==> src/rtl/traffic_light_fsm.sv <==
// traffic_light_fsm
//   Two-road intersection sequencer (north-south / east-west) stepped by a
//   one-cycle tick from an upstream counter. Each phase lasts a whole number
//   of ticks. Light outputs are a Moore decode of the registered state.
//
//   Optional feature macro: TRAFFIC_PED_REQ_EN
//     defined   -> pedestrian latch, WALK state and the EW_YELLOW->WALK branch
//     undefined -> ped_req unused, walk/ped_pending tied low, code 6 illegal
//
// Ports
//   clk          in   system clock
//   reset        in   synchronous, active-high reset
//   tick         in   one-cycle phase-advance enable
//   ped_req      in   pedestrian button (level)
//   ns_light     out  north-south lights {red,yellow,green}
//   ew_light     out  east-west lights {red,yellow,green}
//   walk         out  walk lamp
//   ped_pending  out  latched pedestrian request
//   state        out  current state code (debug / LEDs)
//
// Handshake: there is no valid/ready pair here; tick is a plain enable that
// is acted on in every cycle it is high, with no back-pressure.

module traffic_light_fsm #(
  parameter int GREEN_TICKS  = 8,
  parameter int YELLOW_TICKS = 2,
  parameter int ALLRED_TICKS = 1,
  parameter int WALK_TICKS   = 4,
  parameter int CNT_WIDTH    = 8
) (
  input  logic       clk,
  input  logic       reset,
  input  logic       tick,
  input  logic       ped_req,
  output logic [2:0] ns_light,
  output logic [2:0] ew_light,
  output logic       walk,
  output logic       ped_pending,
  output logic [2:0] state
);

  localparam logic [2:0] NS_GREEN  = 3'd0;
  localparam logic [2:0] NS_YELLOW = 3'd1;
  localparam logic [2:0] ALL_RED_A = 3'd2;
  localparam logic [2:0] EW_GREEN  = 3'd3;
  localparam logic [2:0] EW_YELLOW = 3'd4;
  localparam logic [2:0] ALL_RED_B = 3'd5;
  localparam logic [2:0] WALK      = 3'd6;

  localparam logic [2:0] L_RED    = 3'b100;
  localparam logic [2:0] L_YELLOW = 3'b010;
  localparam logic [2:0] L_GREEN  = 3'b001;

  // A dwell of 0 behaves as 1 tick.
  localparam int G_DUR = (GREEN_TICKS  < 1) ? 1 : GREEN_TICKS;
  localparam int Y_DUR = (YELLOW_TICKS < 1) ? 1 : YELLOW_TICKS;
  localparam int A_DUR = (ALLRED_TICKS < 1) ? 1 : ALLRED_TICKS;
  localparam int W_DUR = (WALK_TICKS   < 1) ? 1 : WALK_TICKS;

  // Terminal dwell values (DUR-1 always fits because DUR <= 2^CNT_WIDTH).
  localparam logic [CNT_WIDTH-1:0] G_LAST = CNT_WIDTH'(G_DUR - 1);
  localparam logic [CNT_WIDTH-1:0] Y_LAST = CNT_WIDTH'(Y_DUR - 1);
  localparam logic [CNT_WIDTH-1:0] A_LAST = CNT_WIDTH'(A_DUR - 1);
  localparam logic [CNT_WIDTH-1:0] W_LAST = CNT_WIDTH'(W_DUR - 1);
  localparam logic [CNT_WIDTH-1:0] ONE    = CNT_WIDTH'(1);

  logic [2:0]           state_q;
  logic [CNT_WIDTH-1:0] dwell_q;
  logic                 ped_q;

  logic                 state_legal;
  logic [CNT_WIDTH-1:0] dur_last;
  logic [2:0]           seq_next;
  logic                 phase_done;

  // Per-state terminal dwell and successor.
  always_comb begin
    state_legal = 1'b1;
    dur_last    = A_LAST;
    seq_next    = ALL_RED_B;
    case (state_q)
      NS_GREEN:  begin dur_last = G_LAST; seq_next = NS_YELLOW; end
      NS_YELLOW: begin dur_last = Y_LAST; seq_next = ALL_RED_A; end
      ALL_RED_A: begin dur_last = A_LAST; seq_next = EW_GREEN;  end
      EW_GREEN:  begin dur_last = G_LAST; seq_next = EW_YELLOW; end
      EW_YELLOW: begin
        dur_last = Y_LAST;
        // Pedestrian phase is inserted only when a request was already latched.
        seq_next = ped_q ? WALK : ALL_RED_B;
      end
      ALL_RED_B: begin dur_last = A_LAST; seq_next = NS_GREEN;  end
`ifdef TRAFFIC_PED_REQ_EN
      WALK:      begin dur_last = W_LAST; seq_next = ALL_RED_B; end
`endif
      default:   state_legal = 1'b0;
    endcase
  end

  assign phase_done = state_legal && tick && (dwell_q == dur_last);

  always_ff @(posedge clk) begin
    if (reset) begin
      state_q <= ALL_RED_B;
      dwell_q <= '0;
    end else if (!state_legal) begin
      // Unreachable codes fall back to the safe all-red phase.
      state_q <= ALL_RED_B;
      dwell_q <= '0;
    end else if (tick) begin
      if (phase_done) begin
        state_q <= seq_next;
        dwell_q <= '0;
      end else begin
        dwell_q <= dwell_q + ONE;
      end
    end
  end

`ifdef TRAFFIC_PED_REQ_EN
  logic enter_walk;
  assign enter_walk = phase_done && (seq_next == WALK);

  // Clear on WALK entry wins over a simultaneous set; presses during WALK
  // are dropped so one request yields one walk phase.
  always_ff @(posedge clk) begin
    if (reset) begin
      ped_q <= 1'b0;
    end else if (enter_walk) begin
      ped_q <= 1'b0;
    end else if (ped_req && (state_q != WALK)) begin
      ped_q <= 1'b1;
    end
  end

  assign ped_pending = ped_q;
`else
  logic unused_ped_req;
  assign unused_ped_req = ped_req;
  assign ped_q          = 1'b0;
  assign ped_pending    = 1'b0;
`endif

  // Moore decode; anything not explicitly a go phase shows red both ways.
  always_comb begin
    ns_light = L_RED;
    ew_light = L_RED;
    walk     = 1'b0;
    case (state_q)
      NS_GREEN:  ns_light = L_GREEN;
      NS_YELLOW: ns_light = L_YELLOW;
      EW_GREEN:  ew_light = L_GREEN;
      EW_YELLOW: ew_light = L_YELLOW;
`ifdef TRAFFIC_PED_REQ_EN
      WALK:      walk = 1'b1;
`endif
      default: begin
        ns_light = L_RED;
        ew_light = L_RED;
      end
    endcase
  end

  assign state = state_q;

endmodule

==> config.mk <==
export PLATFORM = sky130hd
export DESIGN_NAME = traffic_light_fsm
export DESIGN_NICKNAME = d
export VERILOG_FILES = /design/src/rtl/traffic_light_fsm.sv
export SDC_FILE = /design/constraint.sdc
export NUM_CORES = 1
export LEC_CHECK = 0
export CAP_MARGIN = 20
export CELL_PAD_IN_SITES_DETAIL_PLACEMENT = 1
export CELL_PAD_IN_SITES_GLOBAL_PLACEMENT = 2
export CORE_MARGIN = 2
export CORE_UTILIZATION = 30
export CTS_BUF_LIST = sky130_fd_sc_hd__clkbuf_8
export CTS_CLUSTER_DIAMETER = 120
export CTS_CLUSTER_SIZE = 25
export DETAILED_ROUTE_END_ITERATION = 8
export PLACE_DENSITY_LB_ADDON = 0.15
export SYNTH_ARGS = -nofsm -noshare
export SYNTH_HDL_FRONTEND = slang
export SYNTH_SLANG_ARGS = --single-unit
==> constraint.sdc <==
create_clock -name clk -period 1.74 [get_ports clk]
set_input_delay 0.174 -clock clk [delete_from_list [all_inputs] [get_ports clk]]
set_output_delay 0.174 -clock clk [all_outputs]
set_load 0.01 [all_outputs]
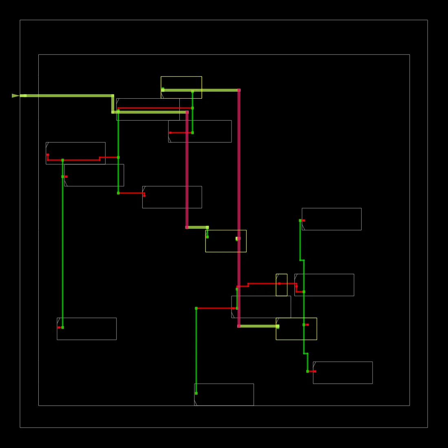
(run_1/final_clocks.png)
CTS sink count: 11
number of buffers created by CTS: 3
Clock Skew: 1.17 ps
Worst-Skew Late Latency: 240 ps

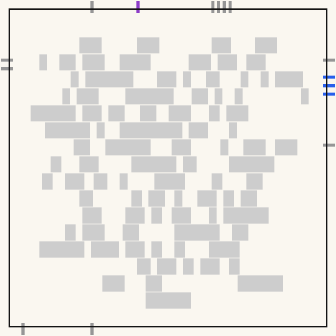
(run_1/pins.png)
Pins as bars across the die edge, other pins in gray.
Purple shows reset, pins 1, direction input, edge top. Blue shows ns_light, pins 3, direction output, edge right.
All pins by edge: 6 top, 5 right, 2 left, 2 bottom.
chip height: 50.5 um
Die Wd: 50.5 um
number of port buffers: 11

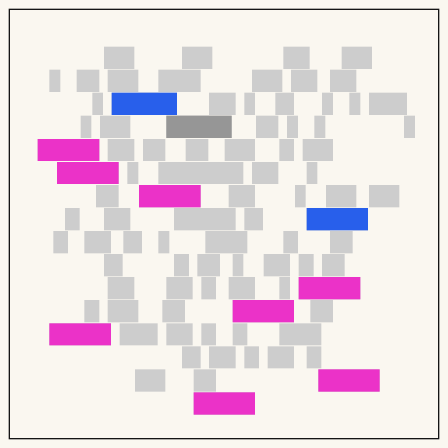
(run_1/registers.png)
Magenta shows dwell_q, sequential cells 8. Blue shows state, sequential cells 2.
Another 1 sequential cells are not colored.
final core utilization: 43.0%
Seq area share: 25.9%
seq pwr: 0.327 mW

==> results.cfg, run 1 <==
; yosys + openroad results
[power]
comb_power_mw = 0.527
peakVddDrop_mv = 0.458
pwr.group.clock_mw = 0.256
power_mw = 1.11
switching_power_mw = 0.395
seqPwrFrac_pct = 29.4

[final_timing]
grt_setup_unrepaired = false
finalSetupViolations = 0
slew_violations = 0
hold_viol = 0
min_period_ps = 1620
fmax_ghz = 0.619
finalCritPeriodShare_pct = 92.9

[outcome]
status = completed

[cells_and_area]
n_antenna_cell = 0
ff_count = 11
largestClassByArea = combinational gates
clock_cell_area_share_pct = 5.23
lay_top_cells = nor3_1, dfxtp_1, buf_4
bufAreaShareNonClock_pct = 19.6
stdcell_area_sq_um = 861
sh_comb_area_pct = 44.5
nClkBuffers = 3
finalNonFillerCells = 116
syn2layout_area_growth_pct = 32.6

[flow_run]
warnings = 27

[clock_network]
cts_resized = 5
h-tree-depth = 1
postCtsHoldBufs = 0
clk_pin_slew_worst_paths_ps = 50
cts_tree = done
root_buffer = clkbuf_8

[placement]
post-dp-hpwl_um = 1140
place_area_sq_um = 815
place_worst_setup_slack_ps = -69.1

[logic_synthesis]
ys_sh_simple_pct = 24.9
ys_area_sq_um = 649
async_reset_ff_share_pct = 0
ys_types = 27
syn_avg_cell_area_sq_um = 9.15
netlist_area_sq_um = 649
ys_sh_adder_pct = 1.93
ys_cells = 71
ys.flop_type = dfxtp_1

[drt]
wirelength_um = 1470
first_iter_violations = 4
avgRoutedWirePerCell_um = 12.7
ant_nets = 0

[critical_path]
cp_top_family = buffers and inverters
path_max_fanout = 8
arrival_ps = 1440
endpoint = ew_light[0]
worst_r2r_path_depth = 4
crit_path_cell_trace = inv_1, and3_2, clkdlybuf4s50_1

[die]
rows = 16
coreArea_sq_um = 2000
fp_util_pct = 32.4
ios = 15

[worst_hold_path]
min_to = dwell_q[7]
hold_class = reg2reg
min_path_cells = 2

[grt]
grt_first_pass_wirelength_um = 2750
grt_usage_pct = 14.8
grtUsageMet3_pct = 4.76
grt_pass1_vias = 608
--- run 2 (diff from run 1) ---
--- a/config.mk
+++ b/config.mk
@@ -10,10 +10,11 @@
 export CELL_PAD_IN_SITES_GLOBAL_PLACEMENT = 2
 export CORE_MARGIN = 2
 export CORE_UTILIZATION = 30
-export CTS_BUF_LIST = sky130_fd_sc_hd__clkbuf_8
+export CTS_BUF_LIST = sky130_fd_sc_hd__clkbuf_4 sky130_fd_sc_hd__clkbuf_8
 export CTS_CLUSTER_DIAMETER = 120
 export CTS_CLUSTER_SIZE = 25
 export DETAILED_ROUTE_END_ITERATION = 8
+export GPL_TIMING_DRIVEN = 0
 export PLACE_DENSITY_LB_ADDON = 0.15
 export SYNTH_ARGS = -nofsm -noshare
 export SYNTH_HDL_FRONTEND = slang
==> run 2 against run 1 <==
Net effect:
- register-to-register slack lost 30 ps
- area after synthesis is the same
- via count shrank 0.36%
- sequential power grew 9.8%
- core utilization shrank 0.19 points
- worst setup slack lost 71 ps
- die area is the same
- clock-buffer cell count grew 1
- fmax shrank 4.2%
- synthesized cell count is the same
- first-iteration DRC count grew 130%
- critical path depth is the same
==> results.cfg, run 2 <==
; yosys + openroad results
[logic_synthesis]
ys_sh_adder_pct = 1.93
ys_warn_count = 0
yosys.area.top_type = dfxtp_1
ys_sh_aoi_pct = 11.2
ys_types = 27
ys_ff = 11
ys_sh_xor_pct = 12.1
ys_area_sq_um = 649
ys_cells = 71
async_reset_ff_share_pct = 0
synthMuxAreaShare_pct = 7.71
netlist_area_sq_um = 649
logic_family = simple AND/OR/NAND/NOR gates
ys.flop_type = dfxtp_1
top_cell = dfxtp_1
ys_sh_simple_pct = 24.9
yosys.area.top_type_share_pct = 33.9
syn_avg_cell_area_sq_um = 9.15
ys_top_cells_by_count = dfxtp_1, nor3_1, nor2_1, xor2_1, mux2i_1
synth_seq_share_pct = 33.9
edf_count = 0
synthCells = 71
top_cells_by_area = dfxtp_1, xor2_1, mux2i_1

[power]
peakVddDrop_mv = 0.478
comb_power_mw = 0.510
power_density_nw_per_um2 = 1240
power_mw = 1.06
power.share.clock_pct = 18.1
seqPwrFrac_pct = 33.8
switching_power_mw = 0.404
p_int_mw = 0.657
sw_frac_of_total_pct = 38.1
power_leader = combinational cells
leakagePower_nw = 0.360
comb_power_share_pct = 48.1

[cells_and_area]
finalNonFillerCells = 114
largestClassByArea = combinational gates
stdcell_area_sq_um = 857
clock_cell_area_share_pct = 3.50
lay_top_cells = nor3_1, dfxtp_1, nor2_1
num-nonclk-buffers = 17
seq_area_sq_um = 225
inverters_excl_clock = 2
nFillCells = 256
comb_cells = 53
bufAreaShareNonClock_pct = 17.2
syn2layout_area_growth_pct = 32.0
fin_nets = 93
sh_comb_area_pct = 48.2
top_register = dwell_q
largest_reg_flops = 8
n_antenna_cell = 0
layout-drive-gt1-share_pct = 24.1
combGateArea_sq_um = 413

[clock_network]
root_buffer = clkbuf_4
cts_sinks = 11
clk_pin_slew_worst_paths_ps = 70
cts_setup_buffers = 2
cts_resized = 6
postCtsHoldBufs = 0
h-tree-depth = 1
cts.path.max_buffers = 2
cts_buffers = 3
cts_tree = done

[placement]
place_congestion = 0.699
dp_cells = 109
place_area_sq_um = 787
post-dp-hpwl_um = 1020
place_worst_setup_slack_ps = -61.9

[final_timing]
fmax_ghz = 0.593
finalSetupViolations = 0
worst_hold_slack_ps = 289
grt_setup_unrepaired = true
finalCritPeriodShare_pct = 96.9
layout_setup_ws_ps = 53.3
min_period_ps = 1690
fin_tns_setup_ps = 0
hold_viol = 0
slew_violations = 0

[critical_path]
cp-end-kind = output pin
worst_r2r_path_depth = 6
reg2reg_slack_ps = 110
arrival_ps = 1510
path_class = reg2out
r2r_start = state[1]
crit_start = state[1]
crit_path_cell_trace = buf_6, and3_2, clkdlybuf4s50_1
cp_top_family = buffers and inverters
worstSetupStartpointType = flop
cp.depth = 3
crit_required_ps = 1570
slowest_stage = clkdlybuf4s50_1
path_max_fanout = 10
slowest_delay_ps = 540
endpoint = ew_light[0]
crit_buf_inv = 2
timing.rr.end = state[0]

[die]
fp_util_pct = 32.4
coreArea_sq_um = 2000
ios = 15
tap_cells = 27
die-area_sq_um = 2550
rows = 16
die_y_um = 50.5
die_x_um = 50.5

[grt]
met1_usage_pct = 17.6
grtUsageMet3_pct = 5.36
grt_max_degree = 11
grt_overflow = 0
antenna_found_initial = 0
grt_pass1_vias = 558
grtUsageMet2_pct = 21.1
grt_usage_pct = 13.7
grt_first_pass_wirelength_um = 2570
busiest_layer = met2

[flow_run]
cap_violations = 0
warnings = 28

[drt]
highest_layer = met4
num_vias = 555
drtPass1Iterations = 4
drc_errors = 0
met1Wirelength_um = 747
avgRoutedWirePerCell_um = 13.5
dr_wl_met3_um = 57
met2_length_um = 721
ant_nets = 0
first_iter_violations = 9
via_per_inst = 4.87
wirelength_um = 1540

[worst_hold_path]
min-delay-start = tick
min_path_cells = 3
min_to = dwell_q[0]
hold_class = in2reg

[outcome]
status = completed
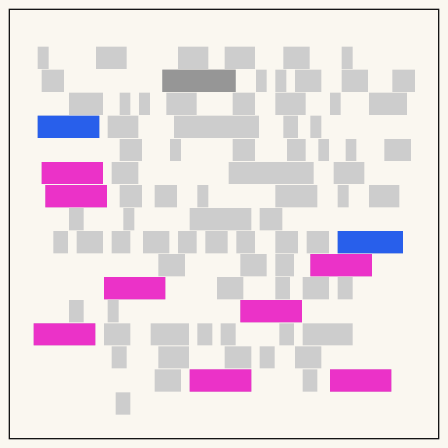
(run_2/registers.png)
Blue shows state, sequential cells 2. Magenta shows dwell_q, sequential cells 8.
Another 1 sequential cells are not colored.
seq pwr: 0.359 mW
Seq area share: 26.3%
final core utilization: 42.8%

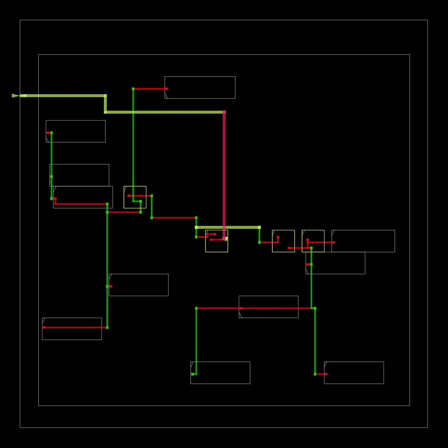
(run_2/final_clocks.png)
Worst-Skew Late Latency: 270 ps
Flop Count: 11
P_clk: 0.192 mW
Clock Skew: 4.58 ps
clock buffer count: 4

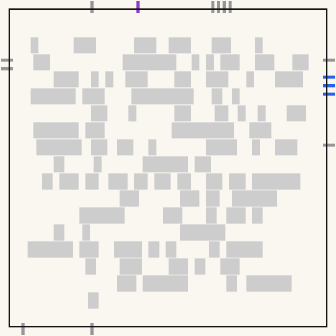
(run_2/pins.png)
Pins as bars across the die edge, other pins in gray.
Blue shows ns_light, pins 3, direction output, edge right. Purple shows reset, pins 1, direction input, edge top.
All pins by edge: 6 top, 5 right, 2 left, 2 bottom.
number of port buffers: 10

--- run 3 (diff from run 2) ---
--- a/config.mk
+++ b/config.mk
@@ -5,6 +5,7 @@
 export SDC_FILE = /design/constraint.sdc
 export NUM_CORES = 1
 export LEC_CHECK = 0
+export ABC_AREA = 0
 export CAP_MARGIN = 20
 export CELL_PAD_IN_SITES_DETAIL_PLACEMENT = 1
 export CELL_PAD_IN_SITES_GLOBAL_PLACEMENT = 2
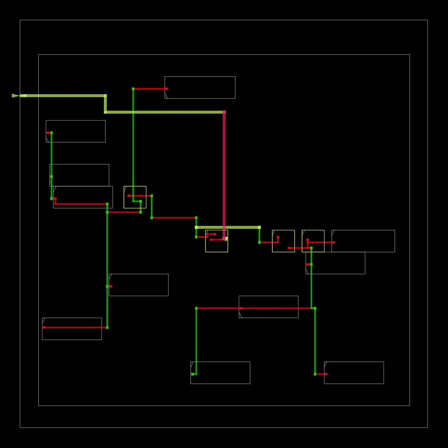
(run_3/final_clocks.png)

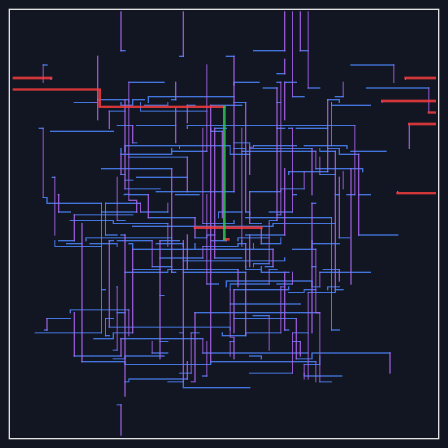
(run_3/metal_stack.png)
Blue shows met1, wire length 748 um. Green shows met4, wire length 15.6 um. Red shows met3, wire length 57.0 um. Purple shows met2, wire length 722 um.
routed wire length: 1540 um
drt wl/cell: 13.5 um
vias post-DR: 555

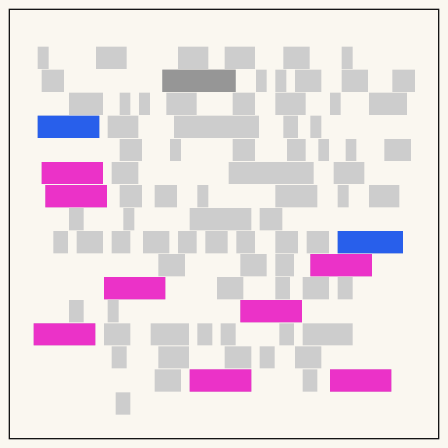
(run_3/registers.png)
Blue shows state, sequential cells 2. Magenta shows dwell_q, sequential cells 8.
Another 1 sequential cells are not colored.
register area: 225 sq um

==> run 3 against run 2 <==
Net effect:
- combinational power hardly changed
- area after synthesis unchanged
- synthesized cell count did not move
- clock skew unchanged
- highest routed layer unchanged
==> results.cfg, run 3 <==
; yosys + openroad results
[critical_path]
cp.depth = 3
arrival_ps = 1510
r2r_start = state[1]
crit_required_ps = 1570
slowest_delay_ps = 540
path_class = reg2out
slowest_stage = clkdlybuf4s50_1
path_max_fanout = 10

[power]
power_mw = 1.06
pg_seq_mw = 0.359
sw_frac_of_total_pct = 38.1
switching_power_mw = 0.404
power_leader = combinational cells
seqPwrFrac_pct = 33.8
power.share.clock_pct = 18.1

[cells_and_area]
n_antenna_cell = 0
stdcell_area_sq_um = 857
layout-drive-gt1-share_pct = 24.1
nClkBuffers = 4
lay_top_cells = nor3_1, dfxtp_1, nor2_1
syn2layout_area_growth_pct = 32.0
inverters_excl_clock = 2
fin_nets = 93
combGateArea_sq_um = 413
top_register = dwell_q
seq_share_pct = 26.3

[final_timing]
finalSetupViolations = 0
min_period_ps = 1690
grt_setup_unrepaired = true
worst_hold_slack_ps = 289
finalCritPeriodShare_pct = 96.9

[grt]
met1_usage_pct = 17.6
antenna_found_initial = 0
grt_usage_pct = 13.7
grtUsageMet2_pct = 21.1
grt_first_pass_wirelength_um = 2570

[outcome]
status = completed

[die]
ios = 15
rows = 16
die-area_sq_um = 2550
die_y_um = 50.5
tap_cells = 27
coreArea_sq_um = 2000

[worst_hold_path]
hold_class = in2reg
min_path_cells = 3

[clock_network]
h-tree-depth = 1
cts_setup_buffers = 2
cts_resized = 6
worstSkewPairLatency_ps = 270

[logic_synthesis]
ys.flop_type = dfxtp_1
ys_warn_count = 0
ys_cells = 71
yosys.area.top_type_share_pct = 33.9
logic_family = simple AND/OR/NAND/NOR gates
netlist_area_sq_um = 649
ys_types = 27
edf_count = 0

[placement]
post-dp-hpwl_um = 1020
place_area_sq_um = 787
dp_cells = 109
portBuffers = 10

[drt]
met1Wirelength_um = 747
drc_errors = 0

[flow_run]
warnings = 28

==> notes/layouts.md <==
Pictures saved along the way, in no particular order.

Logic cells by family.
The bar under the picture is 20 um long.
image #1
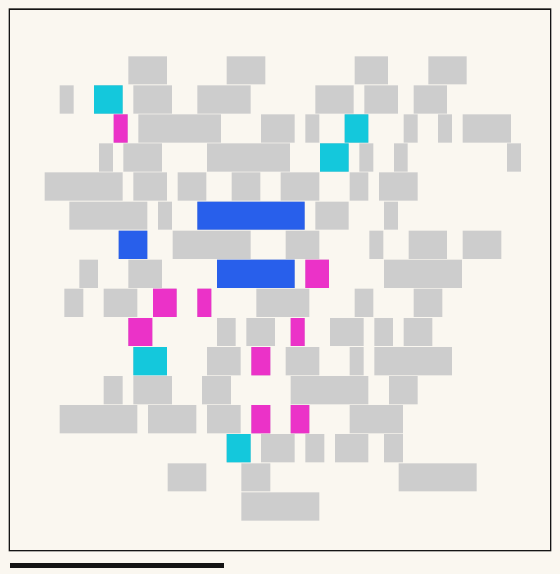
image #2
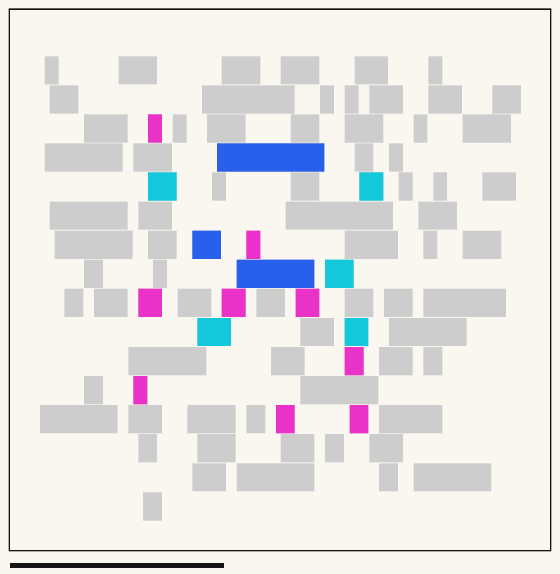
For run 2, see image #2.
For run 1, see image #1.

Key to image #2:
Blue shows inverting AOI/OAI gates, cells 3. Cyan shows AND and OR gates, cells 5. Magenta shows NAND gates, cells 9.

No activity file was given, so power comes from the tool's default toggle rates.
